### config.mk
export PLATFORM = sky130hd
export DESIGN_NAME = vga_timing_gen_flat
export DESIGN_NICKNAME = d
export VERILOG_FILES = /design/src/rtl/vga_timing_gen_if.sv /design/src/rtl/vga_timing_gen.sv /design/src/flat_wrapper.sv
export SDC_FILE = /design/constraint.sdc
export NUM_CORES = 1
export LEC_CHECK = 0
export ABC_CLOCK_PERIOD_IN_PS = 3700
export CAP_MARGIN = 40
export CORE_UTILIZATION = 40
export CTS_CLUSTER_DIAMETER = 60
export CTS_CLUSTER_SIZE = 14
export DETAILED_ROUTE_END_ITERATION = 10
export GPL_ROUTABILITY_DRIVEN = 0
export GPL_TIMING_DRIVEN = 0
export PLACE_DENSITY = 0.63
export SLEW_MARGIN = 20
export SYNTH_ARGS = -nofsm -noshare
export SYNTH_HDL_FRONTEND = slang
export SYNTH_SLANG_ARGS = --single-unit
### constraint.sdc
create_clock -name clk -period 3.7 [get_ports clk]
set_input_delay 0.37 -clock clk [delete_from_list [all_inputs] [get_ports clk]]
set_output_delay 0.37 -clock clk [all_outputs]
set_load 0.005 [all_outputs]
### src/rtl/vga_timing_gen_if.sv
// Raster timing bundle from vga_timing_gen to the pixel/colour logic.
// master drives the timing outputs; slave consumes them.
interface vga_timing_gen_if #(
  parameter int CNT_W = 11
) ();
  logic [CNT_W-1:0] x;
  logic [CNT_W-1:0] y;
  logic             de;
  logic             hs;
  logic             vs;
  logic             pix_ce;
  logic             line_start;
  logic             frame_start;
  logic [15:0]      frame_cnt;

  modport master (
    output x, y, de, hs, vs, pix_ce, line_start, frame_start, frame_cnt
  );

  modport slave (
    input x, y, de, hs, vs, pix_ce, line_start, frame_start, frame_cnt
  );
endinterface

### src/rtl/vga_timing_gen.sv
// Parametrised VESA-style raster timing generator (clock divider, x/y counters, syncs, DE, markers).
// Define VGA_TIMING_FRAME_CNT_EN to build the frame counter; otherwise frame_cnt is tied to zero.
module vga_timing_gen #(
  parameter int H_ACTIVE = 640,
  parameter int H_FP     = 16,
  parameter int H_SYNC   = 96,
  parameter int H_BP     = 48,
  parameter int V_ACTIVE = 480,
  parameter int V_FP     = 10,
  parameter int V_SYNC   = 2,
  parameter int V_BP     = 33,
  parameter bit HS_POL   = 1'b0,
  parameter bit VS_POL   = 1'b0,
  parameter int CLK_DIV  = 1,
  parameter int CNT_W    = 11
) (
  input  logic             clk,
  input  logic             rst_n,
  input  logic             en,
  vga_timing_gen_if.master vga
);

  localparam int H_TOTAL = H_ACTIVE + H_FP + H_SYNC + H_BP;
  localparam int V_TOTAL = V_ACTIVE + V_FP + V_SYNC + V_BP;

  localparam logic [CNT_W-1:0] H_LAST = CNT_W'(H_TOTAL - 1);
  localparam logic [CNT_W-1:0] V_LAST = CNT_W'(V_TOTAL - 1);

  // Region bounds are one bit wider so a total of exactly 2^CNT_W still compares correctly.
  localparam logic [CNT_W:0] H_ACT_END = (CNT_W+1)'(H_ACTIVE);
  localparam logic [CNT_W:0] HS_BEGIN  = (CNT_W+1)'(H_ACTIVE + H_FP);
  localparam logic [CNT_W:0] HS_END    = (CNT_W+1)'(H_ACTIVE + H_FP + H_SYNC);
  localparam logic [CNT_W:0] V_ACT_END = (CNT_W+1)'(V_ACTIVE);
  localparam logic [CNT_W:0] VS_BEGIN  = (CNT_W+1)'(V_ACTIVE + V_FP);
  localparam logic [CNT_W:0] VS_END    = (CNT_W+1)'(V_ACTIVE + V_FP + V_SYNC);

  localparam logic [3:0] DIV_LAST = 4'(CLK_DIV - 1);

  logic [3:0]       div_q, div_d;
  logic [CNT_W-1:0] x_q, x_d;
  logic [CNT_W-1:0] y_q, y_d;
  logic             de_q, de_d;
  logic             hs_q, hs_d;
  logic             vs_q, vs_d;
  logic             pix_ce_q;
  logic             line_start_q;
  logic             frame_start_q;
  logic             tick;
  logic             x_wrap;
  logic             y_wrap;
  logic [CNT_W:0]   x_ext;
  logic [CNT_W:0]   y_ext;

  always_comb begin
    div_d  = div_q;
    tick   = 1'b0;
    if (en) begin
      if (div_q == DIV_LAST) begin
        tick  = 1'b1;
        div_d = '0;
      end else begin
        div_d = div_q + 4'd1;
      end
    end

    x_wrap = (x_q == H_LAST);
    y_wrap = (y_q == V_LAST);

    x_d = x_wrap ? '0 : x_q + CNT_W'(1);
    y_d = y_q;
    if (x_wrap) begin
      y_d = y_wrap ? '0 : y_q + CNT_W'(1);
    end

    // Decode from the next position so the flags land on the same edge as x/y.
    x_ext = {1'b0, x_d};
    y_ext = {1'b0, y_d};
    de_d  = (x_ext < H_ACT_END) && (y_ext < V_ACT_END);
    hs_d  = ((x_ext >= HS_BEGIN) && (x_ext < HS_END)) ? HS_POL : ~HS_POL;
    vs_d  = ((y_ext >= VS_BEGIN) && (y_ext < VS_END)) ? VS_POL : ~VS_POL;
  end

  always_ff @(posedge clk or negedge rst_n) begin
    if (!rst_n) begin
      div_q         <= '0;
      x_q           <= H_LAST;
      y_q           <= V_LAST;
      de_q          <= 1'b0;
      hs_q          <= ~HS_POL;
      vs_q          <= ~VS_POL;
      pix_ce_q      <= 1'b0;
      line_start_q  <= 1'b0;
      frame_start_q <= 1'b0;
    end else begin
      div_q         <= div_d;
      pix_ce_q      <= tick;
      line_start_q  <= tick && x_wrap;
      frame_start_q <= tick && x_wrap && y_wrap;
      if (tick) begin
        x_q  <= x_d;
        y_q  <= y_d;
        de_q <= de_d;
        hs_q <= hs_d;
        vs_q <= vs_d;
      end
    end
  end

`ifdef VGA_TIMING_FRAME_CNT_EN
  logic [15:0] frame_cnt_q;
  logic        frame_seen_q;

  // The (0,0) tick straight out of reset opens the first frame rather than completing one.
  always_ff @(posedge clk or negedge rst_n) begin
    if (!rst_n) begin
      frame_cnt_q  <= '0;
      frame_seen_q <= 1'b0;
    end else if (tick && x_wrap && y_wrap) begin
      frame_seen_q <= 1'b1;
      if (frame_seen_q) begin
        frame_cnt_q <= frame_cnt_q + 16'd1;
      end
    end
  end

  assign vga.frame_cnt = frame_cnt_q;
`else
  assign vga.frame_cnt = 16'h0;
`endif

  assign vga.x           = x_q;
  assign vga.y           = y_q;
  assign vga.de          = de_q;
  assign vga.hs          = hs_q;
  assign vga.vs          = vs_q;
  assign vga.pix_ce      = pix_ce_q;
  assign vga.line_start  = line_start_q;
  assign vga.frame_start = frame_start_q;

endmodule
### src/flat_wrapper.sv
// flat-port wrapper written by rule: the top's interface ports become plain ports
module vga_timing_gen_flat 
#(
  parameter int H_ACTIVE = 640,
  parameter int H_FP     = 16,
  parameter int H_SYNC   = 96,
  parameter int H_BP     = 48,
  parameter int V_ACTIVE = 480,
  parameter int V_FP     = 10,
  parameter int V_SYNC   = 2,
  parameter int V_BP     = 33,
  parameter bit HS_POL   = 1'b0,
  parameter bit VS_POL   = 1'b0,
  parameter int CLK_DIV  = 1,
  parameter int CNT_W    = 11
)
  (clk, rst_n, en, vga_x, vga_y, vga_de, vga_hs, vga_vs, vga_pix_ce, vga_line_start, vga_frame_start, vga_frame_cnt);
  vga_timing_gen_if #(.CNT_W(CNT_W)) vga_i ();
  input  logic clk;
  input  logic rst_n;
  input  logic en;
  output wire logic [$bits(vga_i.x)-1:0] vga_x;
  output wire logic [$bits(vga_i.y)-1:0] vga_y;
  output wire logic [$bits(vga_i.de)-1:0] vga_de;
  output wire logic [$bits(vga_i.hs)-1:0] vga_hs;
  output wire logic [$bits(vga_i.vs)-1:0] vga_vs;
  output wire logic [$bits(vga_i.pix_ce)-1:0] vga_pix_ce;
  output wire logic [$bits(vga_i.line_start)-1:0] vga_line_start;
  output wire logic [$bits(vga_i.frame_start)-1:0] vga_frame_start;
  output wire logic [$bits(vga_i.frame_cnt)-1:0] vga_frame_cnt;
  assign vga_x = vga_i.x;
  assign vga_y = vga_i.y;
  assign vga_de = vga_i.de;
  assign vga_hs = vga_i.hs;
  assign vga_vs = vga_i.vs;
  assign vga_pix_ce = vga_i.pix_ce;
  assign vga_line_start = vga_i.line_start;
  assign vga_frame_start = vga_i.frame_start;
  assign vga_frame_cnt = vga_i.frame_cnt;
  vga_timing_gen #(.H_ACTIVE(H_ACTIVE), .H_FP(H_FP), .H_SYNC(H_SYNC), .H_BP(H_BP), .V_ACTIVE(V_ACTIVE), .V_FP(V_FP), .V_SYNC(V_SYNC), .V_BP(V_BP), .HS_POL(HS_POL), .VS_POL(VS_POL), .CLK_DIV(CLK_DIV), .CNT_W(CNT_W)) u_core (.clk(clk), .rst_n(rst_n), .en(en), .vga(vga_i));
endmodule
Run 1, metal 1:
The bar under the picture is 20 microns long.
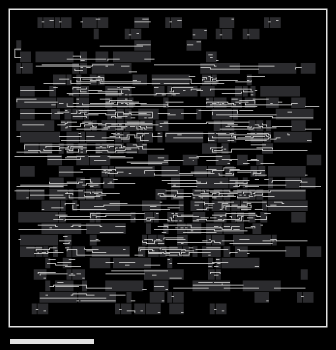
- main direction: horizontal
- nets with wire on the layer: 256
- share of all routed wire: 46%
vias: 1848
M1 GR Usage: 0.251
Post-Route WL: 4780 microns

Run 1, metal 2:
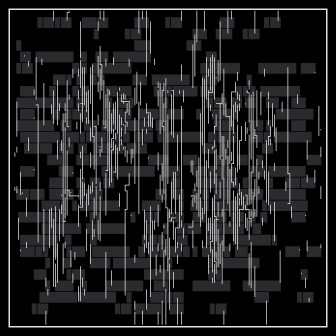
- longest straight run: 32.6 microns
- wire length on this layer: 2240 microns
GRT met2 Usage: 0.328

==> metrics.yaml, run 1 <==
logic_synthesis:
  ys_seq_share: 0.382
  flop_cell: "dfrtp_1"
  ys_sh_xor: 0.0615
  mux_area_frac: 0.00996
  syn_area_sq_um: 2140
  edf_count: 0
  async_reset_ff_frac: 1.00
  ys_sh_simple: 0.253
  ys_types: 59
  largest_area_cell: "dfrtp_1"
  synthTopCellsByCount: "nand2_1, o21ai_0, dfrtp_1, buf_4, nand3_1"
  yosysWarnings: 0
clock_tree:
  clkLatencyLatePin_ns: 0.29
  htreeDepth: 2
  cts_setup_buffers: 0
  cts_tree: "done"
  ctsHoldBuffers: 0
  clk_pin_slew_worst_paths_ns: 0.07
  cts_buffer_depth: 2
  clockRootBuffer: "clkbuf_8"
pwr:
  peakVddDrop_mv: 0.276
critical_path:
  critical_path_arrival_ns: 2.92
  worstPathRequired_ns: 3.92
  max_stage_delay_ns: 0.58
  cp-start-kind: "flop"
  crit_slowest_cell: "dfstp_2"
  crit_fanout: 9
route:
  highest_layer: "met4"
  viasPerCell: 5.15
  drt_iter0_drc: 123
  routed-wl-met3_microns: 271
  ant_nets: 0
die:
  die_h_microns: 75.1
  initCoreUtil: 0.416
  die_w_microns: 75.1
sta:
  rsz0062_at_grt: "false"
  slew_viol_final: 0
  maxSlewHeadroom: 0.535
  min_period_over_period: 0.731
  tightestPinTransition_ns: 0.697
  finalHoldViolCount: 0
placed_design:
  placed_cells: 351
  post-place-ws_ns: 1.06
  placed_area_sq_um: 2570
global_route:
  grtUsageTotal: 0.197
  grt_max_degree: 33
  antenna_found_initial: 0
cells_and_area:
  drive_above_1_share: 0.166
  final_area_sq_um: 2670
  n_fill_cell: 526
job:
  cap_violations: 0
run_status:
  status: "completed"
Run 1, metal 3:
The bar under the picture is 20 microns long.
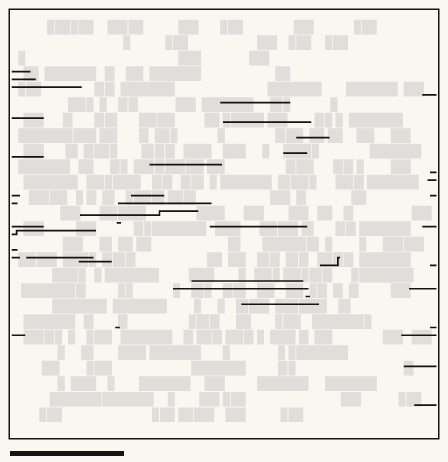
- share of all routed wire: 5.7%
- wire length on this layer: 271 microns
- main direction: horizontal
GR Util met3: 0.0428

Run 1, sequential cells coloured by netlist name:
Other sequential cells in the stronger grey, the rest of the logic in the fainter grey.
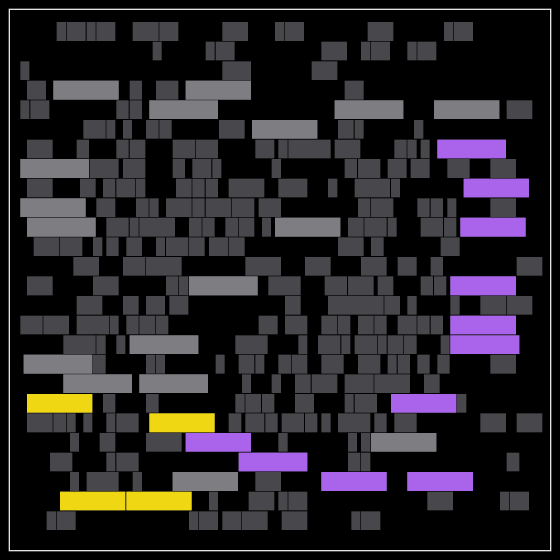
- purple: u_core.vga.y (sequential cells 11)
- yellow: u_core.div_q (sequential cells 4; where bottom left)
Seq power: 518 uW
final core occ: 0.519
Reg area: 816 sq um
Seq/total area: 0.306

[run 1: registers in the layout (all words and copies together) (netlist names)]
register,flops
u_core.vga.pix_ce,1
u_core.vga.line_start,1
u_core.vga.x,11
u_core.vga.y,11
u_core.div_q,4
u_core.vga.hs,1
u_core.vga.de,1
u_core.vga.vs,1
u_core.vga.frame_start,1
[run 1: layout make-up]
class                   instances  area share
clock buffers                   6      0.0310
well taps                      70      0.0328
repair buffers                 30       0.111
flip-flops and latches         32       0.306
inverters                       9      0.0127
clock inverters                 2     0.00375
multi-input cells             180       0.432
plain buffers                  30      0.0713
[run 1: where the power goes]
group / leakage (nW) / switching (mW) / internal [mW]
sequential: 0.387 / 0.0825 / 0.436
clock: 0.0510 / 0.132 / 0.148
combinational: 0.675 / 0.159 / 0.175
[run 1: final timing paths]
| path | startpoint | end | slack [ns] | cells after the start |
|---|---|---|---|---|
| worst max-delay path | u_core.vga.x[0]$_DFFE_PN1P_ | u_core.vga.vs$_DFFE_PN1P_ | 1.0 | 8 |
| worst min-delay path | rst_n | u_core.vga.x[7]$_DFFE_PN0P_ | 0.13 | 1 |
| worst max register to register | u_core.vga.x[0]$_DFFE_PN1P_ | u_core.vga.vs$_DFFE_PN1P_ | 1.0 | 8 |
| worst min register to register | u_core.div_q[3]$_DFFE_PN0P_ | u_core.div_q[3]$_DFFE_PN0P_ | 0.48 | 1 |
| max in group asynchronous | rst_n | u_core.div_q[1]$_DFFE_PN0P_ | 3.13 | 1 |
| min in group clk | u_core.div_q[3]$_DFFE_PN0P_ | u_core.div_q[3]$_DFFE_PN0P_ | 0.48 | 1 |
[run 1: cell families after synthesis]
group / count (synthesis)
DFF: 32
AOI/OAI and AO/OA: 50
buffers and inverters: 39
muxes: 2
xor gates and xnor gates: 15
other: 1
adders and majority gates: 5
and+or+nand+nor: 92
==> run 2, diff against run 1 <==
--- a/config.mk
+++ b/config.mk
@@ -5,7 +5,7 @@
 export SDC_FILE = /design/constraint.sdc
 export NUM_CORES = 1
 export LEC_CHECK = 0
-export ABC_CLOCK_PERIOD_IN_PS = 3700
+export ABC_CLOCK_PERIOD_IN_PS = 2650
 export CAP_MARGIN = 40
 export CORE_UTILIZATION = 40
 export CTS_CLUSTER_DIAMETER = 60
==> constraint.sdc (replaced) <==
create_clock -name clk -period 2.65 [get_ports clk]
set_input_delay 0.265 -clock clk [delete_from_list [all_inputs] [get_ports clk]]
set_output_delay 0.265 -clock clk [all_outputs]
set_load 0.005 [all_outputs]
Run 2, metal 1:
The bar under the picture is 20 microns long.
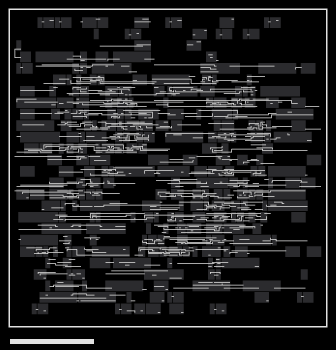
- wire length on this layer: 2260 microns
- longest straight run: 21.6 microns
- share of all routed wire: 47%
- main direction: horizontal
- nets with wire on the layer: 258
Post-Route WL: 4780 microns
vias: 1857

Run 2, cell outlines without signal wires:
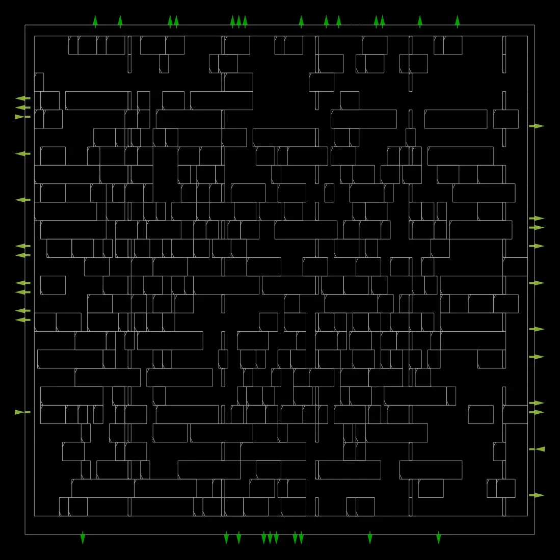
Seq/total area: 0.304
Seq cells: 32
# rows: 26
Non-Filler Instances: 359

==> run 2 against run 1 <==
Compared with the run above: sequential share of layout area shrank 0.20 points; critical path depth decreased by 2; first-iteration DRC count shrank 25%; area after synthesis did not move; worst hold slack got worse by 0.10 ns; clock power increased by 39%; power rose by 40%; setup slack got worse by 0.82 ns; sequential power is about 40% higher.
==> metrics.yaml, run 2 <==
run_status:
  status: "completed"
sta:
  tightestPinTransition_ns: 0.699  # +0.00182 ns
  slew_viol_final: 0  # unchanged
  rsz0062_at_grt: "false"
  finalHoldViolCount: 0  # unchanged
  maxSlewHeadroom: 0.534  # -0.00121
pwr:
  comb-power_uw: 472  # +41%
  p_sw_uw: 523  # +40%
  peakVddDrop_mv: 0.385  # +40%
  pwr-share-clk: 0.246  # about the same
  swShare: 0.330  # +0.000701
  power_leader: "sequential cells"
  power_frac_seq: 0.456  # -0.002
  comb_power_share: 0.298  # +0.003
  p_seq_uw: 723  # +40%
  internal_power_mw: 1.06  # +40%
die:
  die_h_microns: 75.1  # unchanged
  die_w_microns: 75.1  # unchanged
  initCoreUtil: 0.416  # unchanged
clock_tree:
  clk_pin_slew_worst_paths_ns: 0.07  # about the same
  htreeDepth: 2  # unchanged
  cts_buffer_depth: 2  # unchanged
  clockRootBuffer: "clkbuf_8"
  clkLatencyLatePin_ns: 0.29  # about the same
placed_design:
  post-place-ws_ns: 0.00555  # -1.05 ns
cells_and_area:
  drive_above_1_share: 0.176  # +0.0104
  final_nets: 296
  n_fill_cell: 524  # -0.38%
logic_synthesis:
  ys_types: 59  # unchanged
  syn_area_sq_um: 2140  # unchanged
  largest_area_cell: "dfrtp_1"
  async_reset_ff_frac: 1.00  # unchanged
  synthTopCellsByCount: "nand2_1, o21ai_0, dfrtp_1, buf_4, nand3_1"
  edf_count: 0  # unchanged
  flop_cell: "dfrtp_1"
  ys_sh_xor: 0.0615  # unchanged
  yosysWarnings: 0  # unchanged
  mux_area_frac: 0.00996  # unchanged
  ys_sh_simple: 0.253  # unchanged
route:
  firstDrtPassIters: 4
  highest_layer: "met4"
  drt_iter0_drc: 92  # -25%
  viasPerCell: 5.17  # +0.49%
  ant_nets: 0  # unchanged
  routed-wl-met3_microns: 216  # -20%
global_route:
  grtUsageMet1: 0.251  # unchanged
  grt_use_met2: 0.328  # unchanged
  grt_max_degree: 33  # unchanged
  antenna_found_initial: 0  # unchanged
  grtUsageTotal: 0.197  # unchanged
  gr-usage-met3: 0.0428  # unchanged
critical_path:
  crit_slowest_cell: "dfstp_2"
  r2r-start: "u_core.vga.x[8]$_DFFE_PN1P_"
  max_stage_delay_ns: 0.60  # +0.02 ns
  crit_fanout: 8  # -1
  crit_cells: 6  # -2
  worstPathRequired_ns: 2.84  # -1.08 ns
  r2r-end: "u_core.vga.de$_DFFE_PN0P_"
  reg2reg_slack_ns: 0.17  # -0.82 ns
  rr_worst_depth: 6  # -2
  critical_path_arrival_ns: 2.66  # -0.26 ns
job:
  cap_violations: 0  # unchanged
[run 2: how the worst max path moves through the flow]
stage | startpoint | endpoint
after detailed placement | u_core.vga.x[0]$_DFFE_PN1P_ | u_core.vga.vs$_DFFE_PN1P_
after floorplan | u_core.vga.x[0]$_DFFE_PN1P_ | u_core.vga.vs$_DFFE_PN1P_
after global placement | u_core.vga.x[0]$_DFFE_PN1P_ | u_core.vga.vs$_DFFE_PN1P_
after CTS | u_core.vga.x[0]$_DFFE_PN1P_ | u_core.vga.de$_DFFE_PN0P_
after global routing | u_core.vga.x[0]$_DFFE_PN1P_ | u_core.vga.vs$_DFFE_PN1P_
final | u_core.vga.x[8]$_DFFE_PN1P_ | u_core.vga.de$_DFFE_PN0P_
[run 2: layout make-up]
| cell class | instances | area, sq um | share of cell area |
|---|---|---|---|
| Multi-Input combinational cell | 180 | 1160 | 0.433 |
| Sequential cell | 32 | 816 | 0.304 |
| Timing Repair Buffer | 32 | 310 | 0.116 |
| Buffer | 28 | 183 | 0.0680 |
| Tap cell | 70 | 87.6 | 0.0326 |
| Clock buffer | 6 | 82.6 | 0.0308 |
| Inverter | 9 | 33.8 | 0.0126 |
| Clock inverter | 2 | 10.0 | 0.00373 |
[run 2: timing repair]
| action | in CTS | in global routing |
|---|---|---|
| setup buffers | 0 | 2 |
| setup endpoints to repair | 1 | 3 |
| endpoints found under the hold margin | 0 | 0 |
| pin swaps | 0 | 1 |
| gates resized | 0 | 2 |
[run 2: per-stage QoR]
step           area [sq um]  setup TNS, ns   util  cells
2_1_floorplan          2190              0      -    251
3_3_place_gp           2580        -0.0423  0.502    351
3_5_place_dp           2570              0  0.501    351
4_1_cts                2660              0  0.518    358
5_1_grt                2690              0  0.522    359
6_report               2690              0  0.522    359
No activity file was given, so power comes from the tool's default toggle rates.
